==> config.mk <==
export PLATFORM = sky130hd
export DESIGN_NAME = warp_scheduler_flat
export DESIGN_NICKNAME = d
export VERILOG_FILES = /design/src/rtl/warp_scheduler_if.sv /design/src/rtl/warp_scheduler.sv /design/src/flat_wrapper.sv
export SDC_FILE = /design/constraint.sdc
export NUM_CORES = 1
export LEC_CHECK = 0
export CAP_MARGIN = 5
export CORE_UTILIZATION = 37
export DETAILED_ROUTE_END_ITERATION = 7
export GPL_TIMING_DRIVEN = 0
export PLACE_DENSITY = 0.79
export RECOVER_POWER = 50
export SLEW_MARGIN = 20
export SYNTH_ARGS = -nofsm -noshare
export SYNTH_HDL_FRONTEND = slang
export SYNTH_SLANG_ARGS = --single-unit
==> constraint.sdc <==
create_clock -name clk -period 2.75 [get_ports clk]
set_clock_uncertainty 0.05 [all_clocks]
set_input_delay 0.4125 -clock clk [delete_from_list [all_inputs] [get_ports clk]]
set_output_delay 0.4125 -clock clk [all_outputs]
set_load 0.02 [all_outputs]
==> src/rtl/warp_scheduler_if.sv <==
// Issue port between the warp scheduler and the execution pipeline:
// valid/ready handshake plus the selected warp's instruction fields.
interface warp_scheduler_if #(
  parameter int WARP_W = 2
);
  logic              issue_valid;
  logic              issue_ready;
  logic [WARP_W-1:0] issue_warp;
  logic [3:0]        issue_opcode;
  logic [3:0]        issue_target_reg;
  logic [3:0]        issue_address_reg;
  logic [3:0]        issue_imm_short;
  logic [1:0]        issue_array_id;

  modport master (
    output issue_valid, issue_warp, issue_opcode, issue_target_reg,
           issue_address_reg, issue_imm_short, issue_array_id,
    input  issue_ready
  );

  modport slave (
    input  issue_valid, issue_warp, issue_opcode, issue_target_reg,
           issue_address_reg, issue_imm_short, issue_array_id,
    output issue_ready
  );
endinterface

==> src/rtl/warp_scheduler.sv <==
// Per-warp instruction-buffer sequencer: round-robin refill requests toward
// fetch and round-robin, lockable issue arbitration toward the pipeline.
//
// state    | meaning
// ---------+-----------------------------------------------------------
// ST_EMPTY | buffer entry free, waiting for a refill slot
// ST_FETCH | refill requested, waiting for the buffer write (only one)
// ST_READY | instruction buffered, eligible for issue while active
// ST_WAIT  | long-latency op in flight, waiting for writeback
// ST_DONE  | halt issued; terminal until reset
module warp_scheduler #(
  parameter int         NUM_WARPS = 4,
  parameter int         WARP_W    = 2,
  parameter logic [3:0] HALT_OP   = 4'hF
) (
  input  logic                   clk,
  input  logic                   reset,
  input  logic [NUM_WARPS-1:0]   warp_active,
  output logic                   fetch_req,
  output logic [WARP_W-1:0]      fetch_warp,
  input  logic                   fill_valid,
  input  logic [WARP_W-1:0]      fill_warp,
  input  logic [4*NUM_WARPS-1:0] opcode_in,
  input  logic [4*NUM_WARPS-1:0] target_reg_in,
  input  logic [4*NUM_WARPS-1:0] address_reg_in,
  input  logic [4*NUM_WARPS-1:0] imm_short_in,
  input  logic [2*NUM_WARPS-1:0] array_id_in,
  warp_scheduler_if.master       issue,
  input  logic                   wb_done,
  input  logic [WARP_W-1:0]      wb_warp,
  output logic [NUM_WARPS-1:0]   warp_done,
  output logic                   all_done
);

  typedef enum logic [2:0] {
    ST_EMPTY = 3'd0,
    ST_FETCH = 3'd1,
    ST_READY = 3'd2,
    ST_WAIT  = 3'd3,
    ST_DONE  = 3'd4
  } warp_state_t;

  warp_state_t       state_q [NUM_WARPS];
  logic [WARP_W-1:0] fetch_ptr_q, issue_ptr_q, lock_warp_q, fetch_warp_q;
  logic              fetch_busy_q, lock_q, all_done_q;

  logic [3:0] op_arr [NUM_WARPS];
  logic [3:0] tr_arr [NUM_WARPS];
  logic [3:0] ar_arr [NUM_WARPS];
  logic [3:0] imm_arr[NUM_WARPS];
  logic [1:0] aid_arr[NUM_WARPS];

  logic [NUM_WARPS-1:0] empty_elig, ready_elig, done_vec, done_next;
  logic [WARP_W:0]      fetch_pick, issue_pick;
  logic [WARP_W-1:0]    issue_sel;
  logic                 issue_vld, issue_fire;
  logic [3:0]           sel_op;

  // First requester at or after ptr, with wrap; MSB flags a hit.
  function automatic logic [WARP_W:0] rr_pick(input logic [NUM_WARPS-1:0] req,
                                              input logic [WARP_W-1:0]    ptr);
    int idx;
    rr_pick = '0;
    for (int k = NUM_WARPS - 1; k >= 0; k--) begin
      idx = (int'(ptr) + k) % NUM_WARPS;
      if (req[idx]) rr_pick = {1'b1, WARP_W'(idx)};
    end
  endfunction

  always_comb begin
    for (int i = 0; i < NUM_WARPS; i++) begin
      op_arr[i]     = opcode_in[4*i +: 4];
      tr_arr[i]     = target_reg_in[4*i +: 4];
      ar_arr[i]     = address_reg_in[4*i +: 4];
      imm_arr[i]    = imm_short_in[4*i +: 4];
      aid_arr[i]    = array_id_in[2*i +: 2];
      empty_elig[i] = (state_q[i] == ST_EMPTY) && warp_active[i];
      ready_elig[i] = (state_q[i] == ST_READY) && warp_active[i];
      done_vec[i]   = (state_q[i] == ST_DONE);
    end
  end

  assign fetch_pick = rr_pick(empty_elig, fetch_ptr_q);
  assign issue_pick = rr_pick(ready_elig, issue_ptr_q);

  // A locked grant survives its warp going inactive or losing priority.
  assign issue_sel  = lock_q ? lock_warp_q : issue_pick[WARP_W-1:0];
  assign issue_vld  = lock_q | issue_pick[WARP_W];
  assign issue_fire = issue_vld & issue.issue_ready;
  assign sel_op     = op_arr[issue_sel];

  always_comb begin
    done_next = done_vec;
    if (issue_fire && sel_op == HALT_OP) done_next[issue_sel] = 1'b1;
  end

  assign issue.issue_valid       = issue_vld;
  assign issue.issue_warp        = issue_vld ? issue_sel : '0;
  assign issue.issue_opcode      = issue_vld ? sel_op : '0;
  assign issue.issue_target_reg  = issue_vld ? tr_arr[issue_sel] : '0;
  assign issue.issue_address_reg = issue_vld ? ar_arr[issue_sel] : '0;
  assign issue.issue_imm_short   = issue_vld ? imm_arr[issue_sel] : '0;
  assign issue.issue_array_id    = issue_vld ? aid_arr[issue_sel] : '0;

  assign fetch_req  = fetch_busy_q;
  assign fetch_warp = fetch_warp_q;
  assign warp_done  = done_vec;
  assign all_done   = all_done_q;

  always_ff @(posedge clk or negedge reset) begin
    if (!reset) begin
      for (int i = 0; i < NUM_WARPS; i++) state_q[i] <= ST_EMPTY;
      fetch_ptr_q  <= '0;
      issue_ptr_q  <= '0;
      lock_warp_q  <= '0;
      fetch_warp_q <= '0;
      fetch_busy_q <= 1'b0;
      lock_q       <= 1'b0;
      all_done_q   <= 1'b0;
    end else begin
      if (fetch_busy_q) begin
        if (fill_valid && fill_warp == fetch_warp_q) begin
          state_q[fetch_warp_q] <= ST_READY;
          fetch_busy_q          <= 1'b0;
          fetch_warp_q          <= '0;
        end
      end else if (fetch_pick[WARP_W]) begin
        state_q[fetch_pick[WARP_W-1:0]] <= ST_FETCH;
        fetch_busy_q <= 1'b1;
        fetch_warp_q <= fetch_pick[WARP_W-1:0];
        fetch_ptr_q  <= WARP_W'((int'(fetch_pick[WARP_W-1:0]) + 1) % NUM_WARPS);
      end

      if (issue_fire) begin
        if (sel_op == HALT_OP)  state_q[issue_sel] <= ST_DONE;
        else if (sel_op[3])     state_q[issue_sel] <= ST_WAIT;
        else                    state_q[issue_sel] <= ST_EMPTY;
        issue_ptr_q <= WARP_W'((int'(issue_sel) + 1) % NUM_WARPS);
        lock_q      <= 1'b0;
      end else if (issue_vld) begin
        lock_q      <= 1'b1;
        lock_warp_q <= issue_sel;
      end

      if (wb_done && state_q[wb_warp] == ST_WAIT) state_q[wb_warp] <= ST_EMPTY;

      all_done_q <= (|warp_active) && (&(done_next | ~warp_active));
    end
  end

endmodule

==> src/flat_wrapper.sv <==
// flat-port wrapper written by rule: the top's interface ports become plain ports
module warp_scheduler_flat 
#(
  parameter int         NUM_WARPS = 4,
  parameter int         WARP_W    = 2,
  parameter logic [3:0] HALT_OP   = 4'hF
)
  (clk, reset, warp_active, fetch_req, fetch_warp, fill_valid, fill_warp, opcode_in, target_reg_in, address_reg_in, imm_short_in, array_id_in, wb_done, wb_warp, warp_done, all_done, issue_issue_valid, issue_issue_warp, issue_issue_opcode, issue_issue_target_reg, issue_issue_address_reg, issue_issue_imm_short, issue_issue_array_id, issue_issue_ready);
  warp_scheduler_if #(.WARP_W(WARP_W)) issue_i ();
  input  logic clk;
  input  logic reset;
  input  logic [NUM_WARPS-1:0] warp_active;
  output logic fetch_req;
  output logic [WARP_W-1:0] fetch_warp;
  input  logic fill_valid;
  input  logic [WARP_W-1:0] fill_warp;
  input  logic [4*NUM_WARPS-1:0] opcode_in;
  input  logic [4*NUM_WARPS-1:0] target_reg_in;
  input  logic [4*NUM_WARPS-1:0] address_reg_in;
  input  logic [4*NUM_WARPS-1:0] imm_short_in;
  input  logic [2*NUM_WARPS-1:0] array_id_in;
  input  logic wb_done;
  input  logic [WARP_W-1:0] wb_warp;
  output logic [NUM_WARPS-1:0] warp_done;
  output logic all_done;
  output wire logic [$bits(issue_i.issue_valid)-1:0] issue_issue_valid;
  output wire logic [$bits(issue_i.issue_warp)-1:0] issue_issue_warp;
  output wire logic [$bits(issue_i.issue_opcode)-1:0] issue_issue_opcode;
  output wire logic [$bits(issue_i.issue_target_reg)-1:0] issue_issue_target_reg;
  output wire logic [$bits(issue_i.issue_address_reg)-1:0] issue_issue_address_reg;
  output wire logic [$bits(issue_i.issue_imm_short)-1:0] issue_issue_imm_short;
  output wire logic [$bits(issue_i.issue_array_id)-1:0] issue_issue_array_id;
  input wire logic [$bits(issue_i.issue_ready)-1:0] issue_issue_ready;
  assign issue_issue_valid = issue_i.issue_valid;
  assign issue_issue_warp = issue_i.issue_warp;
  assign issue_issue_opcode = issue_i.issue_opcode;
  assign issue_issue_target_reg = issue_i.issue_target_reg;
  assign issue_issue_address_reg = issue_i.issue_address_reg;
  assign issue_issue_imm_short = issue_i.issue_imm_short;
  assign issue_issue_array_id = issue_i.issue_array_id;
  assign issue_i.issue_ready = issue_issue_ready;
  warp_scheduler #(.NUM_WARPS(NUM_WARPS), .WARP_W(WARP_W), .HALT_OP(HALT_OP)) u_core (.clk(clk), .reset(reset), .warp_active(warp_active), .fetch_req(fetch_req), .fetch_warp(fetch_warp), .fill_valid(fill_valid), .fill_warp(fill_warp), .opcode_in(opcode_in), .target_reg_in(target_reg_in), .address_reg_in(address_reg_in), .imm_short_in(imm_short_in), .array_id_in(array_id_in), .issue(issue_i), .wb_done(wb_done), .wb_warp(wb_warp), .warp_done(warp_done), .all_done(all_done));
endmodule
==> flow_summary.toml, run 1 <==
# generated from flow reports
[run_status]
status = "finished with violations"
violations = "negative setup slack"

[grt]
grt_pass1_wl_um = 13300
grt_max_degree = 24
antenna_found_initial = 0
grt_use_met3_pct = 3.22
grt_usage_pct = 26.8
grt_busiest_layer = "met2"

[drt]
totalWireLength_um = 9120
route.met2.wl_um = 4700
drc_errors = 0
vias = 2715
dr.pass1.iters = 4
routed.top_layer = "met4"
ant_nets = 0
wl_met1_um = 3830

[setup_path]
path_buffers = 3
cpMaxStageDelayCell = "dfrtp_1"
cpPeakStageDelay_ns = 0.41
cp-end-kind = "output pin"
cp.arrival_ns = 2.46
worstPathRequired_ns = 2.29
cp-start-kind = "register"

[synth]
yosysMostFrequentCell = "nand2_1"
common_cells = "47 x nand2_1, 38 x mux2i_1, 23 x dfrtp_1, 15 x a21oi_1, 15 x nor2_1"
netlist_area_sq_um = 2210
synth-async-reset-ratio_pct = 100
syn-num-nets = 349
ys.flops = 23
ys_cells = 264
ys.warnings.count = 0
yosys.area.top_type = "dfrtp_1"
ys_area_sq_um = 2210
ys_types = 49
edf_count = 0

[placement]
place_congestion = 0.885
dp_cells = 449
placed_cell_area_sq_um = 3440
port_buffers = 113

[final_layout]
num_antenna_cells = 0
logic_gates = 226
final-clk-cell-share_pct = 1.11
design.seq.count = 23
stdcell_area_sq_um = 4180
area_growth_pct = 89.0
logic_area_sq_um = 1800
fin_cells = 493
signal_buffers = 163
nClkBuffers = 3
inv_count = 5
dominant_cells = "combinational gates"

[clock_network]
htreeDepth = 1
clockRootBuffer = "clkbuf_8"
cts_sinks = 23
clock_latency_ns = 0.27
path_clk_slew_ns = 0.09
numCtsBuffers = 3
cts_tree = "yes"
cts_resized = 148

[sta]
post-route-min-period_ns = 2.92
setup_viol = 23
fmax_mhz = 342
rsz0062_at_grt = "true"
hold_ws_ns = 0.366
worstMarginPinSlew_ns = 1.35
final.setup.worst_slack_ns = -0.170
hold_viol = 0

[floorplan]
taps = 72
fp_util_pct = 39.2
dieArea_sq_um = 6300
die_h_um = 79.3
coreArea_sq_um = 5640
row_count = 27
ios = 114

[run]
warnings = 28
cap_viol_max_count = 0

[min_path]
min_path_type = "in -> async"
## run 1: kinds of logic (layout without fill, tap and decap cells)
family / count (synthesis) / count (layout) / share of synthesized area [%]
muxes: 43 / 43 / 19.7
DFF: 23 / 23 / 26.0
AOI/OAI and AO/OA: 50 / 50 / 16.6
and+or+nand+nor: 129 / 129 / 32.1
xor gates and xnor gates: 4 / 4 / 1.58
buffers and inverters: 15 / 172 / 4.07
## run 1: worst paths after layout
kind	start	to	depth (start not counted)
max	u_core.state_q[7]	issue_issue_address_reg[1]	10
min	reset	u_core.state_q[4]	1
max reg2reg	u_core.state_q[7]	u_core.state_q[8]	9
min reg2reg	u_core.lock_warp_q[1]	u_core.lock_warp_q[1]	1
max in group asynchronous	reset	u_core.state_q[10]	1
min in group clk	u_core.lock_warp_q[1]	u_core.lock_warp_q[1]	1
## run 1: registers in the layout (all words and copies together) (netlist names)
register and count:
u_core.issue_ptr_q 2, u_core.state_q 12, u_core.fetch_req 1, u_core.lock_q 1, u_core.fetch_ptr_q 2, u_core.lock_warp_q 2, u_core.fetch_warp 2, u_core.all_done 1
## run 1: cell usage in the layout, fill, tap and decap left out, types with 3 or more instances in the layout
cell type	Yosys	routed
a211oi_1	7	7
a21oi_1	15	11
and3_4	0	13
buf_12	0	5
buf_4	0	34
buf_6	2	22
clkbuf_8	0	3
clkdlybuf4s50_1	0	86
dfrtp_1	23	20
dfrtp_2	0	3
dlygate4sd2_1	0	4
inv_1	4	4
mux2_4	0	4
mux2i_1	38	31
mux2i_2	0	7
nand2_1	47	46
nand2b_1	5	5
nand3_1	5	5
nor2_1	15	13
nor3_1	9	8
nor3b_1	7	7
nor4_1	4	4
o21ai_0	6	5
o31ai_4	0	3
xnor2_1	4	4
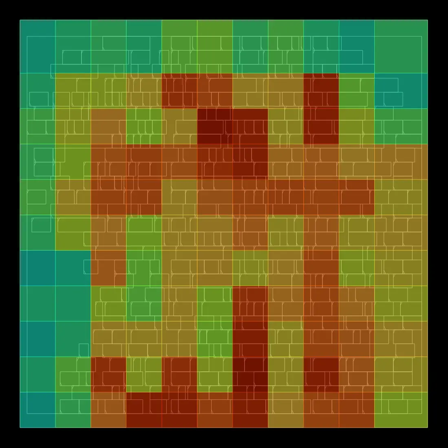
**Above:** run 1 (track usage over the die).
fin util: 74.2%
GR Util met1: 33.6%
routing usage on met2: 47.8%

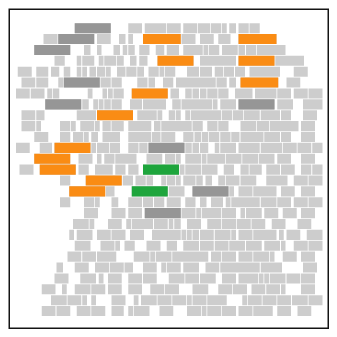
**Above:** run 1 (register map, names as in the netlist).
Drawn at 4 px/um. Other sequential cells in the stronger grey, the rest of the logic in the fainter grey.
colour	netlist name	flops
orange	`u_core.state_q`	12
green	`u_core.lock_warp_q`	2
register share of the cell area: 13.8%
Flop area: 579 sq um

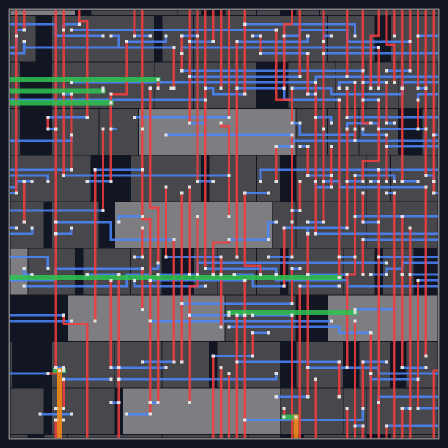
**Above:** run 1 (zoomed window).
Window x 27 to 52, y 27 to 52 um. Cells in grey, sequential cells in the stronger grey; small squares are vias.
colour	layer
blue	met1
orange	met4
green	met3
red	met2
most frequent	buf_4 (11), nand2_1 (5), dfrtp_1 (5)
cells with their middle in the window	57
netlist names of flops here include	`u_core.issue_ptr_q` (2), `u_core.lock_warp_q` (2)
sequential cells in the window	5

## Run 2: what changed since run 1
--- a/config.mk
+++ b/config.mk
@@ -11,6 +11,7 @@
 export GPL_TIMING_DRIVEN = 0
 export PLACE_DENSITY = 0.79
 export RECOVER_POWER = 50
+export SETUP_SLACK_MARGIN = 0.2
 export SLEW_MARGIN = 20
 export SYNTH_ARGS = -nofsm -noshare
 export SYNTH_HDL_FRONTEND = slang
==> run 2 against run 1 <==
Critical path depth is the same. Global-route usage shrank 0.96 points. The run still ends with negative setup slack left. Cell area shrank 2.0%.
==> flow_summary.toml, run 2 <==
# generated from flow reports
[grt]
grt_use_met3_pct = 3.33
grtUsageMet2_pct = 47.6
grtUsageMet1_pct = 31.3
grt_pass1_wl_um = 12800
grt_usage_pct = 25.9
grt_busiest_layer = "met2"
antenna_found_initial = 0
grt_max_degree = 24
grt_pass1_vias = 2648

[setup_path]
cp-startpoint = "u_core.state_q[7]"
crit_chain = "and4bb_2 -> o21bai_1 -> a32o_2 -> nor2_4 -> buf_8 -> clkbuf_16 -> mux2i_1 -> nand2_1 -> and3_4 -> buf_6"
reg2reg_depth = 11
crit_cells = 10
rr_endpoint = "u_core.state_q[11]"
reg2reg_slack_ns = -0.12
cp-start-kind = "register"
cpPeakStageDelay_ns = 0.40
reg2reg_from = "u_core.state_q[2]"
path_buffers = 3
cp-end-kind = "output pin"
cp.arrival_ns = 2.53
worstPathRequired_ns = 2.29
critPathKind = "reg -> out"
critPathCapture = "issue_issue_imm_short[3]"
cpMaxStageDelayCell = "dfrtp_1"

[drt]
ant_nets = 0
drtIter0Drc = 149
totalWireLength_um = 8640
wl_met3_um = 468
wl_met1_um = 3430
vias = 2735
routed.top_layer = "met4"
via_per_inst = 5.60
route.met2.wl_um = 4540
dr.pass1.iters = 4
wl_per_cell_um = 17.7
drc_errors = 0

[run_status]
status = "finished with violations"
violations = "negative setup slack"

[clock_network]
clockRootBuffer = "clkbuf_8"
hold_buffers = 0
clk_path_buf_depth = 2
numCtsBuffers = 3
path_clk_slew_ns = 0.09
cts_sinks = 23
clock_latency_ns = 0.27
cts_tree = "yes"
htreeDepth = 1

[sta]
final.setup.worst_slack_ns = -0.245
hold_viol = 0
fmax_mhz = 334
rsz0062_at_grt = "true"
setup_viol = 23
finalSetupTns_ns = -3.27
worstMarginPinSlew_ns = 1.27
drv_slew = 0
post-route-min-period_ns = 3.00
hold_ws_ns = 0.341

[min_path]
min_path_type = "in -> async"

[final_layout]
fillCellCount = 394
largest_register = "u_core.state_q"
mostFrequentLayoutCell = "clkdlybuf4s50_1"
regArea_sq_um = 579
fin_cells = 488
logic_area_sq_um = 1780
layout.cells.most_common_list = "87 x clkdlybuf4s50_1, 46 x nand2_1, 36 x mux2i_1"
num_antenna_cells = 0
largest_reg_flops = 12
area_growth_pct = 85.2

[synth]
edf_count = 0
top_cell_area_share_pct = 26.0
yosysSeqAreaShare_pct = 26.0
ys.warnings.count = 0
common_cells = "47 x nand2_1, 38 x mux2i_1, 23 x dfrtp_1, 15 x a21oi_1, 15 x nor2_1"
yosys.area.top_type = "dfrtp_1"
ys_cells = 264
ys.flops = 23
syn-num-nets = 349
area_leaders = "dfrtp_1 26%, mux2i_1 17%, nand2_1 8.0%"
ys_area_sq_um = 2210
yosysMostFrequentCell = "nand2_1"
ys_types = 49
synth-async-reset-ratio_pct = 100
syn_inst = 264
netlist_area_sq_um = 2210

[placement]
dp_cells = 449
place_congestion = 0.876
port_buffers = 113

[floorplan]
ios = 114
dieArea_sq_um = 6300
fp_util_pct = 39.2
die_x_um = 79.3
row_count = 27
coreArea_sq_um = 5640
die_h_um = 79.3

[run]
cap_viol_max_count = 0
warnings = 29
[run 2: cell counts after synthesis]
Identical to the previous run, type by type.
[run 2: worst reg2reg max path, cell delays in order, from the launching register on]
cell,delay (ns)
dfrtp_1,0.39
and4bb_4,0.36
buf_6,0.11
a21oi_1,0.03
o221a_1,0.28
buf_6,0.14
clkinv_8,0.07
buf_8,0.11
mux2i_1,0.07
mux2_4,0.30
or4_4,0.60
o41ai_2,0.24
[run 2: logic make-up after synthesis]
group,Yosys count,synth area share (%)
AND-OR/OR-AND,50,16.6
flip-flops,23,26.0
buffers and inverters,15,4.07
AND/OR/NAND/NOR,129,32.1
XOR/XNOR,4,1.58
multiplexers,43,19.7
[run 2: through the flow]
step | cell area (sq um)
after global routing | 4100
after CTS | 3900
after global placement | 3470
after detailed placement | 3470
final | 4100
after floorplan | 2250
[run 2: final cells by class]
type                            instances  share of cell area [%]
Multi-Input combinational cell        226                    43.4
Timing Repair Buffer                  148                    35.3
Sequential cell                        23                    14.1
Buffer                                 10                    3.08
Tap cell                               72                    2.20
Clock buffer                            3                    1.01
Inverter                                5                   0.763
Clock inverter                          1                   0.122
[run 2: what timing repair did]
action	4_1_cts	5_1_grt
setup endpoints to repair	36	33
pin swaps	13	18
cloned	0	1
resized	140	47
setup buffers	30	4
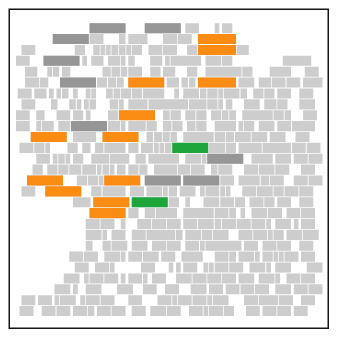
**Above:** run 2 (register map, names as in the netlist).
Drawn at 4 px/um. Other sequential cells in the stronger grey, the rest of the logic in the fainter grey.
colour	netlist name	flops
orange	`u_core.state_q`	12
green	`u_core.lock_warp_q`	2
not coloured	9
register share of the cell area: 14.1%
fin util: 72.7%

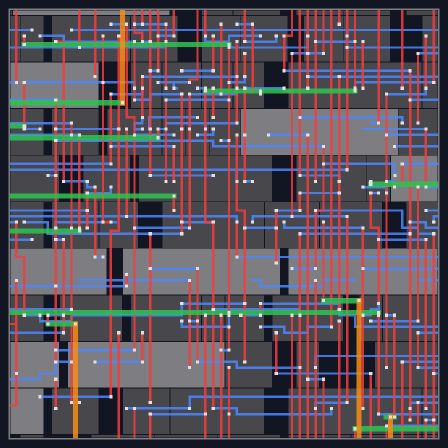
**Above:** run 2 (zoomed window).
Window x 27 to 52, y 27 to 52 um. Cells in grey, sequential cells in the stronger grey; small squares are vias.
colour	layer
green	met3
orange	met4
red	met2
blue	met1
netlist names of flops here include	`u_core.lock_warp_q` (2), `u_core.state_q` (2)
most frequent	buf_4 (6), dfrtp_1 (6), nand2_1 (4)
sequential cells in the window	6
cells with their middle in the window	50

## Run 3: what changed since run 2
--- a/config.mk
+++ b/config.mk
@@ -5,11 +5,12 @@
 export SDC_FILE = /design/constraint.sdc
 export NUM_CORES = 1
 export LEC_CHECK = 0
+export ABC_AREA = 1
 export CAP_MARGIN = 5
 export CORE_UTILIZATION = 37
 export DETAILED_ROUTE_END_ITERATION = 7
 export GPL_TIMING_DRIVEN = 0
-export PLACE_DENSITY = 0.79
+export PLACE_DENSITY = 0.78
 export RECOVER_POWER = 50
 export SETUP_SLACK_MARGIN = 0.2
 export SLEW_MARGIN = 20
==> run 3 against run 2 <==
The run still ends with negative setup slack left. Die size grew 2.5%. Flip-flop count is the same. Critical endpoint is now issue_issue_target_reg[3]. Register-to-register slack lost 0.12 ns. Utilization grew 8.2 points. Synthesized area grew 2.6%. Cell count grew 26%. Sequential share of layout area shrank 2.0 points. Cell area grew 17%. Highest routed layer unchanged. Largest cell class unchanged.
==> flow_summary.toml, run 3 <==
# generated from flow reports
[sta]
worstMarginPinSlew_ns = 1.27
fmax_mhz = 327
hold_viol = 0
drv_slew = 0
final.setup.worst_slack_ns = -0.308
fin_crit_sh_pct = 111
post-route-min-period_ns = 3.06
relSlewSlack_pct = 15.5
rsz0062_at_grt = "true"
setup_viol = 31

[floorplan]
die_x_um = 80.3
ios = 114
die_h_um = 80.3
dieArea_sq_um = 6460
coreArea_sq_um = 5920
fp_util_pct = 38.4
row_count = 28
taps = 75

[final_layout]
comb_share_pct = 42.1
buf_share_pct = 38.0
design.seq.count = 23
seq_area_share_pct = 12.2
fillCellCount = 370
final_util_pct = 80.9
area_growth_pct = 111
regArea_sq_um = 582
fin_cells = 614
mostFrequentLayoutCell = "clkdlybuf4s50_1"
dominant_cells = "combinational gates"
final_layout_size_suffix_gt1_share_pct = 41.9
nets = 625
inv_count = 54
layout.cells.most_common_list = "87 x clkdlybuf4s50_1, 75 x nand2_1, 41 x buf_4"
logic_area_sq_um = 2020
final-clk-cell-share_pct = 0.941
logic_gates = 279
signal_buffers = 179
nClkBuffers = 4
num_antenna_cells = 0
largest_register = "u_core.state_q"
largest_reg_flops = 12
stdcell_area_sq_um = 4790

[clock_network]
path_clk_slew_ns = 0.08
clockRootBuffer = "clkbuf_8"
cts_sinks = 23
hold_buffers = 0
htreeDepth = 1
clk_path_buf_depth = 2
clock_latency_ns = 0.27
cts_tree = "yes"
numCtsBuffers = 3

[setup_path]
crit_chain = "nor2_4 -> nand3_2 -> nand2_2 -> nand2_2 -> nand2_2 -> inv_2 -> nand2_2 -> nand2_2 -> nand2_2 -> nand3_4 -> nand2_4 -> buf_8 -> inv_8 -> nor2_4 -> buf_6 -> a22oi_2 -> a21oi_2 -> buf_6"
cp-end-kind = "output pin"
cp.arrival_ns = 2.60
crit_cells = 18
reg2reg_depth = 24
cp_common_cell = "nand2_2"
cp-start-kind = "register"
crit_fanout = 6
cpPeakStageDelay_ns = 0.43
worstPathRequired_ns = 2.29
critPathKind = "reg -> out"
critPathTopFamily = "simple AND/OR/NAND/NOR gates"
path_buffers = 5
cpMaxStageDelayCell = "dfrtp_1"

[synth]
common_cells = "96 x nand2_1, 48 x inv_1, 31 x a21oi_1, 31 x nand3_1"
ys.flops = 23
yosysMostFrequentCell = "nand2_1"
netlist_area_sq_um = 2270
syn-num-nets = 451
yosysSeqAreaShare_pct = 25.3
synth-async-reset-ratio_pct = 100
postSynthAreaPerCell_sq_um = 6.20
yosys.area.top_type = "dfrtp_1"
ys.warnings.count = 0
ys_area_sq_um = 2270
ys_cells = 366
top_cell_area_share_pct = 25.3
ys.flop_type = "dfrtp_1"
area_leaders = "dfrtp_1 25%, nand2_1 16%, a22oi_1 9.6%"
syn_inst = 366
ys_types = 32
edf_count = 0

[placement]
place_congestion = 0.907
dp_cells = 554
dp_hpwl_um = 6670
placed_cell_area_sq_um = 3570
dp_slack_ns = -1.13
port_buffers = 113

[grt]
grt_pass1_wl_um = 15700
grt_usage_pct = 31.8
grt_pass1_vias = 3333
antenna_found_initial = 0
grtUsageMet2_pct = 59.0
global_route.overflow_total = 0
grt_max_degree = 24

[drt]
drtIter0Drc = 307
drc_errors = 0
dr.pass1.iters = 7
wl_met1_um = 3850
route.met2.wl_um = 6030
routed.top_layer = "met4"
totalWireLength_um = 11500
wl_met3_um = 982
vias = 3512
wl_per_cell_um = 18.7
ant_nets = 0
via_per_inst = 5.72

[run]
cap_viol_max_count = 0
warnings = 28

[min_path]
min_path_type = "in -> async"

[run_status]
status = "finished with violations"
violations = "negative setup slack"
[run 3: cell types whose count changed after synthesis, moves of 7 or more]
cell / before / now
nor2_1: 15 / 29
and3_1: 14 / 0
a22oi_1: 0 / 29
a21oi_1: 15 / 31
o21ai_0: 6 / 13
inv_1: 4 / 48
mux2i_1: 38 / 0
nand3_1: 5 / 31
nand2_1: 47 / 96
[run 3: worst paths after layout]
check | from | end | slack (ns)
setup / recovery | u_core.state_q[9] | issue_issue_target_reg[3] | -0.31
hold / removal | reset | u_core.fetch_warp[0] | 0.34
setup reg to reg | u_core.state_q[2] | u_core.state_q[2] | -0.24
hold reg to reg | u_core.fetch_req | u_core.fetch_warp[1] | 0.54
max in group asynchronous | reset | u_core.state_q[8] | 1.47
min in group clk | u_core.fetch_req | u_core.fetch_warp[1] | 0.54
[run 3: per-stage QoR]
| step | hold WS (ns) | TNS (ns) |
|---|---|---|
| 2_1_floorplan | 0.0669 | 0 |
| 3_3_place_gp | 0.464 | -22.26 |
| 3_5_place_dp | 0.482 | -23.17 |
| 4_1_cts | 0.499 | -3.49 |
| 5_1_grt | 0.437 | -11.04 |
| 6_report | 0.339 | -7.02 |
[run 3: repair_timing]
action                                  in CTS  in global routing
endpoints found under the setup margin      34                 36
gates resized                              237                 61
gates cloned                                 5                  0
pin swaps                                   59                 33
buffers inserted                            42                  9
[run 3: cells by family after synthesis]
family | Yosys count | share of synthesized area [%]
flops | 23 | 25.3
buf+inv | 64 | 11.6
xor+xnor | 2 | 1.10
simple gates | 194 | 39.4
compound gates | 83 | 22.5
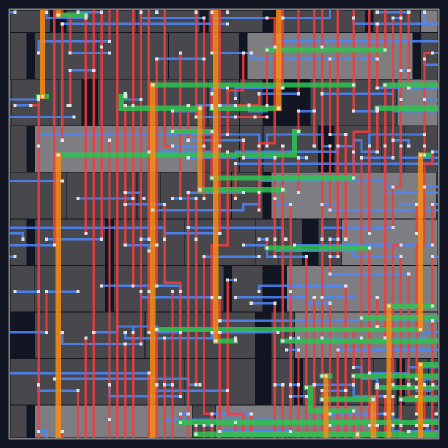
**Above:** run 3 (zoomed window).
Window x 28 to 53, y 28 to 53 um. Cells in grey, sequential cells in the stronger grey; small squares are vias.
colour	layer
red	met2
orange	met4
green	met3
blue	met1
sequential cells in the window	8
netlist names of flops here include	`u_core.state_q` (8)
most frequent	nand2_1 (7), buf_6 (7), inv_1 (6)
cells with their middle in the window	53

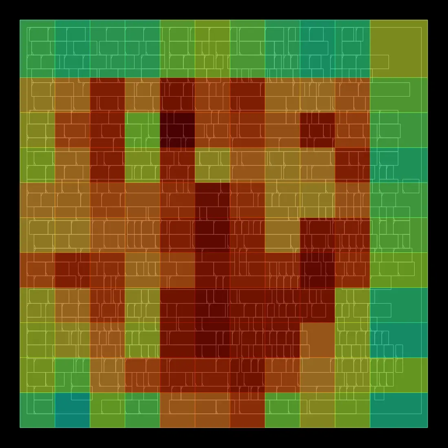
**Above:** run 3 (track usage over the die).
met3 GRT Util: 6.14%
Most Crowded Layer GR: met2
GR Util met1: 34.0%

